### config.mk
export PLATFORM = sky130hd
export DESIGN_NAME = safe_lock_ctrl
export DESIGN_NICKNAME = d
export VERILOG_FILES = /design/src/rtl/safe_lock_ctrl.sv
export SDC_FILE = /design/constraint.sdc
export NUM_CORES = 1
export LEC_CHECK = 0
export ABC_CLOCK_PERIOD_IN_PS = 5000
export CAP_MARGIN = 20
export CORE_MARGIN = 2
export CORE_UTILIZATION = 50
export CTS_CLUSTER_SIZE = 8
export DETAILED_ROUTE_END_ITERATION = 6
export PLACE_DENSITY = 0.71
export SLEW_MARGIN = 10
export SYNTH_ARGS = -nofsm -noshare
export SYNTH_HDL_FRONTEND = slang
export SYNTH_SLANG_ARGS = --single-unit
### constraint.sdc
create_clock -name clk -period 5 [get_ports clk]
set_input_delay 0.5 -clock clk [delete_from_list [all_inputs] [get_ports clk]]
set_output_delay 0.5 -clock clk [all_outputs]
set_load 0.05 [all_outputs]
### src/rtl/safe_lock_ctrl.sv
// safe_lock_ctrl -- keypad sequencer for a 4-digit safe-box lock.
//
// Collects key codes into a 4-digit entry buffer that drives the display. A
// completed entry is compared against the stored password. A match opens the
// lock for a timed window. A mismatch counts a failure. MAX_TRIES consecutive
// failures raise a timed alarm lockout.
//
// Optional feature macro: PWD_CHANGE_EN
//   When it is defined, the buffer can be edited while the lock is open, and
//   E with four digits stores a new password. When it is undefined, the
//   password is the constant DEFAULT_PWD.
//
// Ports:
//   clk          system clock
//   rst          asynchronous, active-high reset
//   key_valid    one-cycle strobe qualifying key_code
//   key_code     0-9 digit, C clear, D backspace, E enter, F reveal toggle
//   p3..p0       entry buffer digits, p0 = most recent
//   digit_valid  bit i set when p<i> holds an entered digit
//   disp_mode    1 = show digits, 0 = show masks
//   unlocked     lock actuator enable
//   alarm        lockout indicator
//   status       state: ENTRY=0 CHECK=1 OPEN=2 FAIL=3 LOCKOUT=4
module safe_lock_ctrl #(
  parameter logic [15:0] DEFAULT_PWD = 16'h1234,
  parameter int unsigned MAX_TRIES   = 3,
  parameter int unsigned OPEN_CYCLES = 250000000,
  parameter int unsigned FAIL_CYCLES = 50000000,
  parameter int unsigned LOCK_CYCLES = 500000000
) (
  input  logic       clk,
  input  logic       rst,
  input  logic       key_valid,
  input  logic [3:0] key_code,
  output logic [3:0] p3,
  output logic [3:0] p2,
  output logic [3:0] p1,
  output logic [3:0] p0,
  output logic [3:0] digit_valid,
  output logic       disp_mode,
  output logic       unlocked,
  output logic       alarm,
  output logic [2:0] status
);

  localparam logic [2:0] ST_ENTRY   = 3'd0;
  localparam logic [2:0] ST_CHECK   = 3'd1;
  localparam logic [2:0] ST_OPEN    = 3'd2;
  localparam logic [2:0] ST_FAIL    = 3'd3;
  localparam logic [2:0] ST_LOCKOUT = 3'd4;

  localparam logic [2:0]  MAX_FAIL  = 3'(MAX_TRIES);
  localparam logic [31:0] OPEN_LOAD = 32'(OPEN_CYCLES - 1);
  localparam logic [31:0] FAIL_LOAD = 32'(FAIL_CYCLES - 1);
  localparam logic [31:0] LOCK_LOAD = 32'(LOCK_CYCLES - 1);

  logic [2:0]  state_q, state_d;
  logic [15:0] buf_q, buf_d;
  logic [3:0]  dv_q, dv_d;
  logic [2:0]  cnt_q, cnt_d;
  logic        disp_q, disp_d;
  logic        unl_q, unl_d;
  logic        alarm_q, alarm_d;
  logic [2:0]  fail_q, fail_d;
  logic [31:0] timer_q, timer_d;
  logic [15:0] pwd;

  logic is_digit, is_clr, is_bksp, is_ent, is_rev;
  logic [15:0] ed_buf;
  logic [3:0]  ed_dv;
  logic [2:0]  ed_cnt;

  assign is_digit = key_valid && (key_code <= 4'd9);
  assign is_clr   = key_valid && (key_code == 4'hC);
  assign is_bksp  = key_valid && (key_code == 4'hD);
  assign is_ent   = key_valid && (key_code == 4'hE);
  assign is_rev   = key_valid && (key_code == 4'hF);

`ifdef PWD_CHANGE_EN
  logic [15:0] pwd_q, pwd_d;
  assign pwd = pwd_q;
`else
  assign pwd = DEFAULT_PWD;
`endif

  // Buffer edit result for digit/backspace/clear. Shared by ENTRY and
  // (optionally) OPEN, so both states edit identically.
  always_comb begin
    ed_buf = buf_q;
    ed_dv  = dv_q;
    ed_cnt = cnt_q;
    if (is_digit && (cnt_q < 3'd4)) begin
      ed_buf = {buf_q[11:0], key_code};
      ed_dv  = {dv_q[2:0], 1'b1};
      ed_cnt = cnt_q + 3'd1;
    end else if (is_bksp && (cnt_q != 3'd0)) begin
      ed_buf = {4'h0, buf_q[15:4]};
      ed_dv  = {1'b0, dv_q[3:1]};
      ed_cnt = cnt_q - 3'd1;
    end else if (is_clr) begin
      ed_buf = '0;
      ed_dv  = '0;
      ed_cnt = '0;
    end
  end

  always_comb begin
    state_d = state_q;
    buf_d   = buf_q;
    dv_d    = dv_q;
    cnt_d   = cnt_q;
    disp_d  = disp_q;
    unl_d   = unl_q;
    alarm_d = alarm_q;
    fail_d  = fail_q;
    timer_d = timer_q;
`ifdef PWD_CHANGE_EN
    pwd_d   = pwd_q;
`endif
    case (state_q)
      ST_ENTRY: begin
        buf_d = ed_buf;
        dv_d  = ed_dv;
        cnt_d = ed_cnt;
        if (is_rev) disp_d = ~disp_q;
        if (is_ent && (cnt_q == 3'd4)) begin
          state_d = ST_CHECK;
          disp_d  = 1'b0;
        end
      end
      ST_CHECK: begin
        buf_d = '0;
        dv_d  = '0;
        cnt_d = '0;
        if (buf_q == pwd) begin
          state_d = ST_OPEN;
          unl_d   = 1'b1;
          fail_d  = '0;
          timer_d = OPEN_LOAD;
        end else if (({1'b0, fail_q} + 4'd1) >= {1'b0, MAX_FAIL}) begin
          state_d = ST_LOCKOUT;
          alarm_d = 1'b1;
          fail_d  = MAX_FAIL;
          timer_d = LOCK_LOAD;
        end else begin
          state_d = ST_FAIL;
          fail_d  = fail_q + 3'd1;
          timer_d = FAIL_LOAD;
        end
      end
      ST_OPEN: begin
`ifdef PWD_CHANGE_EN
        if (is_clr && (cnt_q == 3'd0)) begin
          state_d = ST_ENTRY;
          unl_d   = 1'b0;
          timer_d = '0;
        end else if (is_ent && (cnt_q == 3'd4)) begin
          pwd_d   = buf_q;
          buf_d   = '0;
          dv_d    = '0;
          cnt_d   = '0;
          state_d = ST_ENTRY;
          unl_d   = 1'b0;
          timer_d = '0;
        end else if (is_digit || is_bksp || is_clr) begin
          // Editing keeps the lock open: every edit key restarts the window.
          buf_d   = ed_buf;
          dv_d    = ed_dv;
          cnt_d   = ed_cnt;
          timer_d = OPEN_LOAD;
        end else if (timer_q == 32'd0) begin
          state_d = ST_ENTRY;
          unl_d   = 1'b0;
        end else begin
          timer_d = timer_q - 32'd1;
        end
`else
        if (is_clr || (timer_q == 32'd0)) begin
          state_d = ST_ENTRY;
          unl_d   = 1'b0;
          timer_d = '0;
        end else begin
          timer_d = timer_q - 32'd1;
        end
`endif
      end
      ST_FAIL: begin
        if (timer_q == 32'd0) state_d = ST_ENTRY;
        else                  timer_d = timer_q - 32'd1;
      end
      ST_LOCKOUT: begin
        if (timer_q == 32'd0) begin
          state_d = ST_ENTRY;
          alarm_d = 1'b0;
          fail_d  = '0;
        end else begin
          timer_d = timer_q - 32'd1;
        end
      end
      default: begin
        state_d = ST_ENTRY;
        unl_d   = 1'b0;
        alarm_d = 1'b0;
        timer_d = '0;
      end
    endcase
  end

  always_ff @(posedge clk or posedge rst) begin
    if (rst) begin
      state_q <= ST_ENTRY;
      buf_q   <= '0;
      dv_q    <= '0;
      cnt_q   <= '0;
      disp_q  <= 1'b0;
      unl_q   <= 1'b0;
      alarm_q <= 1'b0;
      fail_q  <= '0;
      timer_q <= '0;
`ifdef PWD_CHANGE_EN
      pwd_q   <= DEFAULT_PWD;
`endif
    end else begin
      state_q <= state_d;
      buf_q   <= buf_d;
      dv_q    <= dv_d;
      cnt_q   <= cnt_d;
      disp_q  <= disp_d;
      unl_q   <= unl_d;
      alarm_q <= alarm_d;
      fail_q  <= fail_d;
      timer_q <= timer_d;
`ifdef PWD_CHANGE_EN
      pwd_q   <= pwd_d;
`endif
    end
  end

  assign p3          = buf_q[15:12];
  assign p2          = buf_q[11:8];
  assign p1          = buf_q[7:4];
  assign p0          = buf_q[3:0];
  assign digit_valid = dv_q;
  assign disp_mode   = disp_q;
  assign unlocked    = unl_q;
  assign alarm       = alarm_q;
  assign status      = state_q;

endmodule
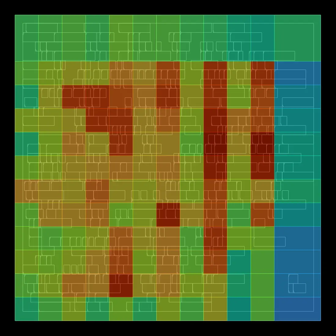
Fig. 1. Track usage over the die (run 1).
global routing met1 resource utilization: 40.5%
GRT Max-Usage Layer: met1
All-Layer GR Usage: 26.3%

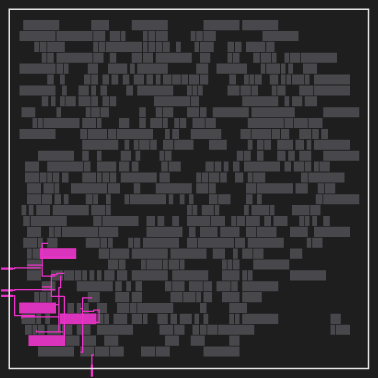
Fig. 2. I/O nets highlighted (run 1).
Scale: 4 px per um.
legend:
  magenta:
    port: p3
    bits: 4
    direction: output
    edge: 3 left, 1 bottom
    end_cells: 4
    buffers: 4
    wire: 140 um

==> impl_metrics.py, run 1 <==
# Auto-generated metrics
metrics = {
    "outcome": {
        "status": "completed",
    },
    "synthesis": {
        "largest_area_cell": "sky130_fd_sc_hd__dfrtp_1",
        "avgSynthCellArea_um2": 8.82,
        "yosysTopAreaCellShare_pct": 43.9,
        "ys_cells": 414,
        "net_count_synth": 427,
        "ys_async_sr_fraction_pct": 100,
        "topCombFamilyByArea": "simple AND/OR/NAND/NOR gates",
        "yosys_most_used_dff": "sky130_fd_sc_hd__dfrtp_1",
        "yosys.stat.seqShare_pct": 43.9,
        "syn_inst": 414,
        "count_of_library_flops_with_an_enable_pin": 0,
        "top_cells_by_count": "sky130_fd_sc_hd__dfrtp_1 (64), sky130_fd_sc_hd__nand2_1 (62), sky130_fd_sc_hd__o21ai_0 (51)",
    },
    "sta": {
        "maxSlewViolCount": 0,
        "totalNegativeSetupSlack_ns": 0,
        "timing.hold.ws_ns": 0.478,
        "setup-violations-final": 0,
        "relSlewSlack_pct": 32.1,
    },
    "global_route": {
        "initial_antenna_violation_count": 0,
        "grt_first_pass_wirelength_um": 16200,
        "grt_start_max_net_pins": 65,
    },
    "setup_path": {
        "crit_type": "reg -> reg",
        "worst_setup_start_kind": "register",
        "timing.critical_path.fanout_max": 20,
    },
    "cts": {
        "clk_pin_slew_worst_paths_ns": 0.07,
        "cts_hold_buffers": 0,
        "post-cts-setup-buffer-count": 0,
        "latency_at_later_pin_ns": 0.34,
    },
    "routing": {
        "dr.pass1.iters": 5,
        "viasPerCell": 6.18,
        "routed_wirelength_um": 9840,
    },
    "layout": {
        "layout.nets": 454,
        "instances_no_fill": 545,
    },
    "floorplanning": {
        "core_region_area_mm2": 0.00718,
        "fp.dieH_um": 89.5,
    },
    "placement": {
        "placed_cells_incl_taps": 528,
        "port_buffer_count": 32,
        "hpwl_um": 6680,
        "worst_setup_slack_after_placement_ns": 1.77,
    },
    "flow_run": {
        "maxCapViolCount": 0,
    },
}
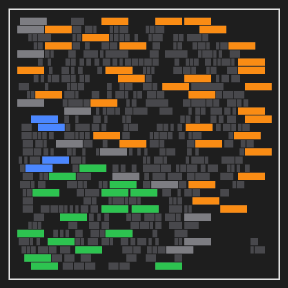
Fig. 3. Register map, names as in the netlist (run 1).
Scale: 3 px per um.
legend:
  blue:
    netlist_name: digit_valid
    sequential_cells: 4
    where: middle left
  orange:
    netlist_name: timer_q
    sequential_cells: 32
  green:
    netlist_name: buf_q
    sequential_cells: 16

==> run 1: logic make-up after synthesis <==
family / count (synthesis)
compound gates: 130
xor+xnor: 2
fa+ha+maj: 6
buf+inv: 34
flops: 64
mux: 3
simple gates: 175
==> run 1: power breakdown <==
part	leakage, nW	internal, W	total [W]	switching (W)
combinational	0.719	0.000438	0.00127	0.000827
sequential	0.833	0.000693	0.000923	0.000229
clock	0.0969	0.000259	0.000461	0.000203
total	1.65	0.00139	0.00265	0.00126
==> run 1: path summary, 6_finish.rpt <==
| check | startpoint | endpoint | slack (ns) | cells past startpoint |
|---|---|---|---|---|
| max | timer_q[24] | timer_q[4] | 1.74 | 6 |
| min | fail_q[0] | fail_q[0] | 0.48 | 1 |
| max reg2reg | timer_q[24] | timer_q[4] | 1.74 | 6 |
| min reg2reg | fail_q[0] | fail_q[0] | 0.48 | 1 |
| max in group asynchronous | rst | status[2] | 3.76 | 3 |
| min in group asynchronous | rst | timer_q[1] | 0.73 | 3 |
==> run 1: layout by cell type (no fill, tap or decap), types with 6 or more instances in the layout <==
master,n
sky130_fd_sc_hd__nor3_1,24
sky130_fd_sc_hd__or4_1,6
sky130_fd_sc_hd__or3_1,6
sky130_fd_sc_hd__clkdlybuf4s50_1,32
sky130_fd_sc_hd__a22oi_1,14
sky130_fd_sc_hd__inv_1,12
sky130_fd_sc_hd__nor2_1,30
sky130_fd_sc_hd__nand3_1,11
sky130_fd_sc_hd__dfrtp_1,64
sky130_fd_sc_hd__o211ai_1,11
sky130_fd_sc_hd__a21oi_1,11
sky130_fd_sc_hd__nand2_1,62
sky130_fd_sc_hd__ha_1,6
sky130_fd_sc_hd__o21ai_0,51
sky130_fd_sc_hd__clkbuf_8,11
==> run 1: critical path: stages, from the launching register on <==
cell	delay (ns)
sky130_fd_sc_hd__dfrtp_1	0.43
sky130_fd_sc_hd__or4_1	0.62
sky130_fd_sc_hd__nor4_4	0.42
sky130_fd_sc_hd__and3_1	0.69
sky130_fd_sc_hd__or2_2	0.51
sky130_fd_sc_hd__o21ai_0	0.16
sky130_fd_sc_hd__a211o_1	0.31
==> run 1: state kept, by name, summed over array words and instances (netlist names) <==
signal and flops:
alarm 1, buf_q 16, cnt_q 3, digit_valid 4
disp_mode 1, fail_q 3, status 3, timer_q 32
unlocked 1
==> run 1: stage by stage <==
step,power (W),area (um^2)
4_1_cts,0.00264,4250
6_report,0.00265,4260
3_5_place_dp,0.00218,4050
3_3_place_gp,0.00214,4040
5_1_grt,0.00283,4260
2_1_floorplan,0.00179,3650
==> run 1: metal layers <==
metal  track usage (%)  part of all wire (%)
met1              40.5                    47
met2              37.5                    45
met3              4.25                   6.1
met4              8.55                   1.8
met5                 0                     0
==> run 1: area by class of cell <==
type	instances	area (um^2)
Inverter	13	48.8
Clock buffer	14	163
Multi-Input combinational cell	316	1920
Clock inverter	2	37.5
Fill cell	642	2920
Timing Repair Buffer	37	362
Sequential cell	64	1600
Tap cell	99	124
Fig. 4: run 1, routed metal, one color a layer
Scale: 4 px per um.
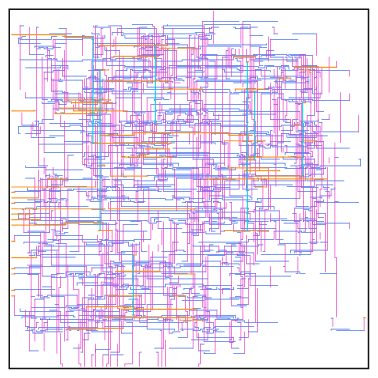

==> run 2, diff against run 1 <==
--- a/config.mk
+++ b/config.mk
@@ -5,7 +5,7 @@
 export SDC_FILE = /design/constraint.sdc
 export NUM_CORES = 1
 export LEC_CHECK = 0
-export ABC_CLOCK_PERIOD_IN_PS = 5000
+export ABC_CLOCK_PERIOD_IN_PS = 3000
 export CAP_MARGIN = 20
 export CORE_MARGIN = 2
 export CORE_UTILIZATION = 50
==> constraint.sdc (replaced) <==
create_clock -name clk -period 3 [get_ports clk]
set_input_delay 0.3 -clock clk [delete_from_list [all_inputs] [get_ports clk]]
set_output_delay 0.3 -clock clk [all_outputs]
set_load 0.05 [all_outputs]
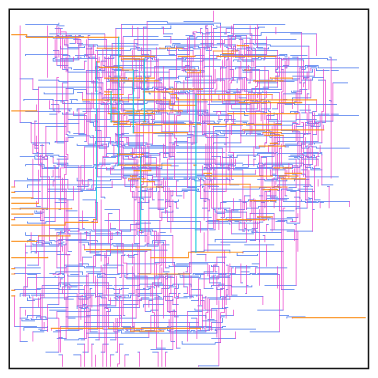
Fig. 5. Routed metal, one color a layer (run 2).
Scale: 4 px per um.
legend:
  blue:
    layer: met1
    wire_length: 4580 um
  cyan:
    layer: met4
    wire_length: 168 um
  orange:
    layer: met3
    wire_length: 733 um
  magenta:
    layer: met2
    wire_length: 4410 um

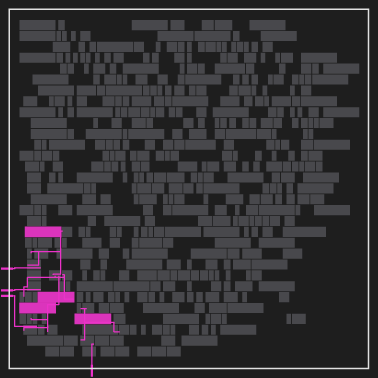
Fig. 6. I/O nets highlighted (run 2).
Scale: 4 px per um.
legend:
  magenta:
    port: p3
    bits: 4
    direction: output
    edge: 3 left, 1 bottom
    end_cells: 4
    buffers: 4
    wire: 135 um

==> run 2 against run 1 <==
  * Clock skew down 0.0018 ns
  * Global-route usage increased by 0.16 points
  * Sequential share of layout area fell by 0.62 points
  * Core utilization rose by 0.99 points
  * Synthesized area unchanged
  * Clock power grew 56%
  * Maximum frequency up 23%
  * Worst setup slack worse by 1.4 ns
  * Flip-flop count stayed put
  * Synthesized cell count unchanged
==> impl_metrics.py, run 2 <==
# Auto-generated metrics
metrics = {
    "flow_run": {
        "maxCapViolCount": 0,
        "stage_log_warning_count": 29,
    },
    "setup_path": {
        "timing.critical_path.fanout_max": 6,
        "worst_setup_start_kind": "register",
        "worst-path-stages": 6,
        "worstPathCellList": "or4_1, nor4_4, a41oi_1, a21oi_1, o22ai_1, a311o_1",
        "cpLargestDelayFamily": "AND-OR/OR-AND gates",
        "cp_slowest_cell": "sky130_fd_sc_hd__or4_1",
        "worst_r2r_path_depth": 6,
        "path_buffers": 0,
        "cp_slowest_stage_delay_ns": 0.62,
        "crit_type": "reg -> reg",
    },
    "synthesis": {
        "ys_cells": 414,
        "yosys.stat.seqShare_pct": 43.9,
        "largest_area_cell": "sky130_fd_sc_hd__dfrtp_1",
        "ys_async_sr_fraction_pct": 100,
        "count_of_library_flops_with_an_enable_pin": 0,
        "yosysTopAreaCellShare_pct": 43.9,
        "yosys_most_used_dff": "sky130_fd_sc_hd__dfrtp_1",
        "top_cells_by_count": "sky130_fd_sc_hd__dfrtp_1 (64), sky130_fd_sc_hd__nand2_1 (62), sky130_fd_sc_hd__o21ai_0 (51)",
        "synth.yosys.warnings": 0,
        "net_count_synth": 427,
        "syn_inst": 414,
        "avgSynthCellArea_um2": 8.82,
    },
    "pwr": {
        "power.ir.vdd_worst_mv": 0.707,
    },
    "layout": {
        "filler_instances": 629,
        "fin_area_mm2": 0.00433,
        "final_cell_mix": "sky130_fd_sc_hd__dfrtp_1 (64), sky130_fd_sc_hd__nand2_1 (62), sky130_fd_sc_hd__o21ai_0 (51)",
        "largest_reg_flops": 32,
        "largest_register": "timer_q",
        "n_antenna_cell": 0,
        "layout.nets": 466,
        "layout_top_cell_excl_fill_tap": "sky130_fd_sc_hd__dfrtp_1",
    },
    "placement": {
        "port_buffer_count": 32,
        "dpl-instance-area_mm2": 0.00414,
        "hpwl_um": 6950,
    },
    "floorplanning": {
        "floorplan.initialDensity_pct": 50.9,
        "core_region_area_mm2": 0.00718,
        "fp.dieH_um": 89.5,
        "die_width_um": 89.5,
    },
    "sta": {
        "setup-violations-final": 0,
        "timing.hold.ws_ns": 0.291,
        "totalNegativeSetupSlack_ns": 0,
        "maxSlewViolCount": 0,
        "layout_worst_path_cycle_share_pct": 88.6,
        "relSlewSlack_pct": 45.8,
        "setup_repair_after_global_routing_missed_its_margin": "false",
    },
    "global_route": {
        "globalRoute.busiestLayer": "met1",
        "groute.layer.met1.usage_pct": 39.9,
        "grt_use_total_pct": 26.5,
        "met3_grt_util_pct": 6.93,
        "initial_antenna_violation_count": 0,
        "grt_first_pass_wirelength_um": 16200,
        "use_met2_pct": 37.2,
        "grt_start_max_net_pins": 30,
    },
    "cts": {
        "cts_htree_levels": 3,
        "cts_hold_buffers": 0,
        "clk_pin_slew_worst_paths_ns": 0.08,
        "latency_at_later_pin_ns": 0.34,
        "post-cts-setup-buffer-count": 0,
    },
    "outcome": {
        "status": "completed",
    },
    "routing": {
        "viasPerCell": 6.23,
        "drt_iter0_drc": 226,
        "dr_total_vias": 3465,
        "routed_wirelength_um": 9890,
        "dr.pass1.iters": 5,
    },
}
-- run 2: cell counts after synthesis --
Identical to the previous run, type by type.
-- run 2: power breakdown --
group / switching, W / internal [W]
Combinational: 0.00142 / 0.000799
Sequential: 0.000373 / 0.00116
Clock: 0.000345 / 0.000376
Total: 0.00214 / 0.00233
-- run 2: per-stage QoR --
step	setup slack, ns	total power, W	instances	utilization [%]
finish	0.342	0.00447	556	60.3
detailed placement	0.379	0.00372	541	57.7
floorplan	0.542	0.00299	414	-
CTS	0.377	0.00445	556	60.3
global placement	0.431	0.00368	541	57.7
global route	0.204	0.00477	556	60.3
-- run 2: worst paths after layout --
check / start / endpoint / slack, ns
min in group clk: fail_q[0] / fail_q[0] / 0.47
worst max-delay path: timer_q[24] / timer_q[14] / 0.34
worst min register to register: fail_q[0] / fail_q[0] / 0.47
worst max register to register: timer_q[24] / timer_q[14] / 0.34
worst min-delay path: rst / buf_q[9] / 0.29
max in group asynchronous: rst / fail_q[2] / 2.02
-- run 2: final cells by class --
cell class	instances	area [um^2]	share of cell area, %
well taps	99	124	2.86
multi-input cells	316	1920	44.4
inverters	13	48.8	1.13
clock inverters	6	61.3	1.42
repair buffers	49	448	10.3
flip-flops and latches	64	1600	37.0
clock buffers	9	124	2.86
-- run 2: cells by family after synthesis --
family	Yosys count	synth area share [%]
fa+ha+maj	6	2.06
compound gates	130	23.4
buf+inv	34	3.91
mux	3	0.822
flops	64	43.9
simple gates	175	25.5
xor+xnor	2	0.480
-- run 2: routing by layer --
metal / routed length [um] / share of wire, %
met5: 0 / 0
met1: 4580 / 46
met4: 167 / 1.7
met2: 4410 / 45
met3: 732 / 7.4
Fig. 7: run 2, track usage over the die
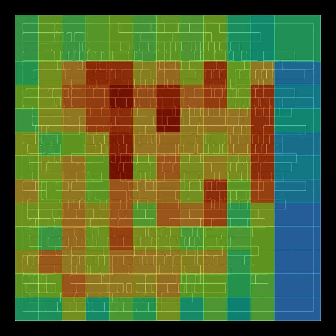

==> run 3, diff against run 2 <==
--- a/config.mk
+++ b/config.mk
@@ -8,10 +8,10 @@
 export ABC_CLOCK_PERIOD_IN_PS = 3000
 export CAP_MARGIN = 20
 export CORE_MARGIN = 2
-export CORE_UTILIZATION = 50
+export CORE_UTILIZATION = 58
 export CTS_CLUSTER_SIZE = 8
 export DETAILED_ROUTE_END_ITERATION = 6
-export PLACE_DENSITY = 0.71
+export PLACE_DENSITY = 0.8
 export SLEW_MARGIN = 10
 export SYNTH_ARGS = -nofsm -noshare
 export SYNTH_HDL_FRONTEND = slang
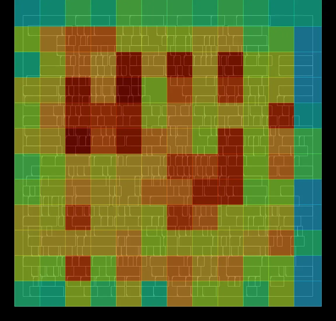
Fig. 8. Track usage over the die (run 3).
drt wl/cell: 18.1 um
M2 GR Usage: 40.8%
Core Util, Final: 71.8%
global routing met1 resource utilization: 43.4%

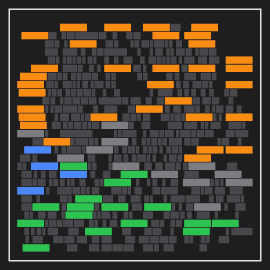
Fig. 9. Register map, names as in the netlist (run 3).
Scale: 3 px per um.
legend:
  green:
    netlist_name: buf_q
    sequential_cells: 16
  blue:
    netlist_name: digit_valid
    sequential_cells: 4
  orange:
    netlist_name: timer_q
    sequential_cells: 32
not colored: 12

==> run 3 against run 2 <==
  * Global-route usage grew 1.9 points
  * First-iteration DRC count rose by 100%
  * Maximum frequency shrank 3.7%
  * Cell count shrank 4.7%
  * Clock skew is essentially flat
  * Via count increased by 0.23%
  * Routed wire length shrank 2.8%
  * Sequential power hardly changed
  * Total power up 0.34%
  * Combinational power about the same
  * Critical endpoint is now timer_q[29]
==> impl_metrics.py, run 3 <==
# Auto-generated metrics
metrics = {
    "outcome": {
        "status": "completed",
    },
    "synthesis": {
        "syn_inst": 414,
        "topCombFamilyByArea": "simple AND/OR/NAND/NOR gates",
        "largest_area_cell": "sky130_fd_sc_hd__dfrtp_1",
        "net_count_synth": 427,
        "synth-adder-area-share_pct": 2.06,
        "count_of_library_flops_with_an_enable_pin": 0,
        "yosys.stat.seqShare_pct": 43.9,
        "top_cells_by_count": "sky130_fd_sc_hd__dfrtp_1 (64), sky130_fd_sc_hd__nand2_1 (62), sky130_fd_sc_hd__o21ai_0 (51)",
        "yosys.area_share.aoi_pct": 23.4,
        "ys_cells": 414,
        "avgSynthCellArea_um2": 8.82,
        "synthMuxAreaShare_pct": 0.822,
        "ys_async_sr_fraction_pct": 100,
        "synthXorXnorAreaFrac_pct": 0.480,
        "yosys.area_share.simple_pct": 25.5,
        "yosysTopAreaCellShare_pct": 43.9,
    },
    "routing": {
        "routed_wirelength_um": 9610,
        "drt_iter0_drc": 460,
        "viasPerCell": 6.55,
    },
    "floorplanning": {
        "core_region_area_mm2": 0.00599,
        "die_width_um": 83.4,
        "fp.dieH_um": 83.4,
    },
    "layout": {
        "layout_top_cell_excl_fill_tap": "sky130_fd_sc_hd__dfrtp_1",
        "layout.nets": 463,
        "largest_reg_flops": 32,
        "fin_area_mm2": 0.00430,
        "multi_input_comb_area_mm2": 0.00192,
        "filler_instances": 492,
        "n_antenna_cell": 0,
        "largest_register": "timer_q",
    },
    "placement": {
        "worst_setup_slack_after_placement_ns": 0.260,
        "port_buffer_count": 32,
    },
    "setup_path": {
        "worst_r2r_path_depth": 6,
        "worst_setup_start_kind": "register",
        "cp_slowest_stage_delay_ns": 0.60,
        "cp_slowest_cell": "sky130_fd_sc_hd__or4_4",
        "crit_type": "reg -> reg",
    },
    "sta": {
        "layout_worst_path_cycle_share_pct": 92.0,
        "setup_repair_after_global_routing_missed_its_margin": "false",
        "totalNegativeSetupSlack_ns": 0,
        "setup-violations-final": 0,
        "relSlewSlack_pct": 28.3,
        "layout_setup_ws_ns": 0.239,
    },
    "pwr": {
        "power.ir.vdd_worst_mv": 0.678,
    },
    "global_route": {
        "initial_antenna_violation_count": 0,
        "grt_first_pass_wirelength_um": 16000,
        "grt_start_max_net_pins": 65,
    },
    "flow_run": {
        "maxCapViolCount": 0,
    },
    "cts": {
        "clk_pin_slew_worst_paths_ns": 0.07,
    },
}
[run 3: cell count changes in the layout (fill, tap and decap cells not counted)]
| cell | before | now |
|---|---|---|
| sky130_fd_sc_hd__buf_12 | 0 | 1 |
| sky130_fd_sc_hd__buf_4 | 17 | 13 |
| sky130_fd_sc_hd__clkbuf_1 | 0 | 2 |
| sky130_fd_sc_hd__clkbuf_8 | 9 | 11 |
| sky130_fd_sc_hd__clkinv_2 | 3 | 2 |
| sky130_fd_sc_hd__clkinv_4 | 1 | 0 |
| sky130_fd_sc_hd__clkinvlp_4 | 1 | 0 |
[run 3: worst max-delay path by stage]
stage,endpoint,slack (ns),depth (start not counted),from
detailed placement,timer_q[7],0.26,8,key_code[1]
floorplan,timer_q[12],0.54,9,status[0]
CTS,timer_q[29],0.25,6,timer_q[0]
global placement,timer_q[29],0.33,6,timer_q[0]
finish,timer_q[29],0.24,6,timer_q[4]
global route,timer_q[29],0.10,6,timer_q[0]
[run 3: area by class of cell]
cell class                      instances  share of cell area (%)
Clock buffer                           13                    3.69
Clock inverter                          3                   0.931
Inverter                               13                    1.13
Multi-Input combinational cell        316                    44.6
Sequential cell                        64                    37.2
Tap cell                               75                    2.18
Timing Repair Buffer                   46                    10.2
[run 3: where the power goes]
group	total [W]	internal [W]	switching (W)	leakage, nW
registers	0.00154	0.00116	0.000380	0.833
clock network	0.000751	0.000427	0.000324	0.103
logic	0.00219	0.000785	0.00141	0.768
[run 3: logic make-up (layout without fill, tap and decap cells)]
family / Yosys count / after routing
and+or+nand+nor: 175 / 175
AOI/OAI and AO/OA: 130 / 130
DFF: 64 / 64
buffers and inverters: 34 / 75
adders and majority gates: 6 / 6
muxes: 3 / 3
xor gates and xnor gates: 2 / 2
[run 3: critical path, delay by kind of cell, from the launching register on]
kind / cells / cell delay (ns)
simple gates: 4 / 1.86
flops: 1 / 0.45
compound gates: 2 / 0.34
[run 3: per-layer routing]
metal,GRT usage (%),part of all wire [%],up-vias
li1,-,-,1619
met1,43.4,47,1661
met2,40.8,45,167
met3,4.08,6.2,26
met4,10.9,2.2,0
met5,0,0,-
[run 3: through the flow]
step / cells / total power (W)
floorplan: 414 / 0.00299
global placement: 514 / 0.00362
detailed placement: 514 / 0.00369
CTS: 530 / 0.00445
global route: 530 / 0.00476
finish: 530 / 0.00448

==> notes/layouts.md <==
Pictures saved along the way, in no particular order.

Pin placement.
Scale: 3 px per um. Pins as bars across the die edge, other pins in gray.
shot_01.png
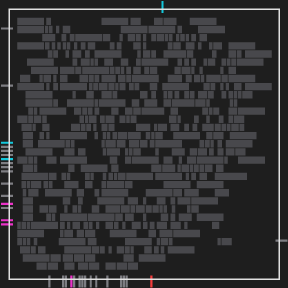
shot_02.png
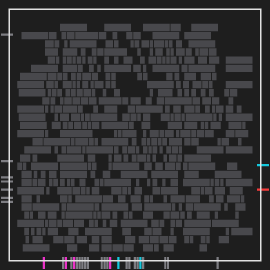
Of these, largest die: shot_01.png
For run 3, see shot_02.png.
For run 2, see shot_01.png.

Key to shot_02.png:
legend:
  cyan:
    port: status
    pins: 3
    direction: output
    edge: 2 bottom, 1 right
  red:
    port: disp_mode
    pins: 1
    direction: output
    edge: right
  magenta:
    port: p3
    pins: 4
    direction: output
    edge: bottom

Power figures rest on the tool's default switching activity, not on a simulated workload.
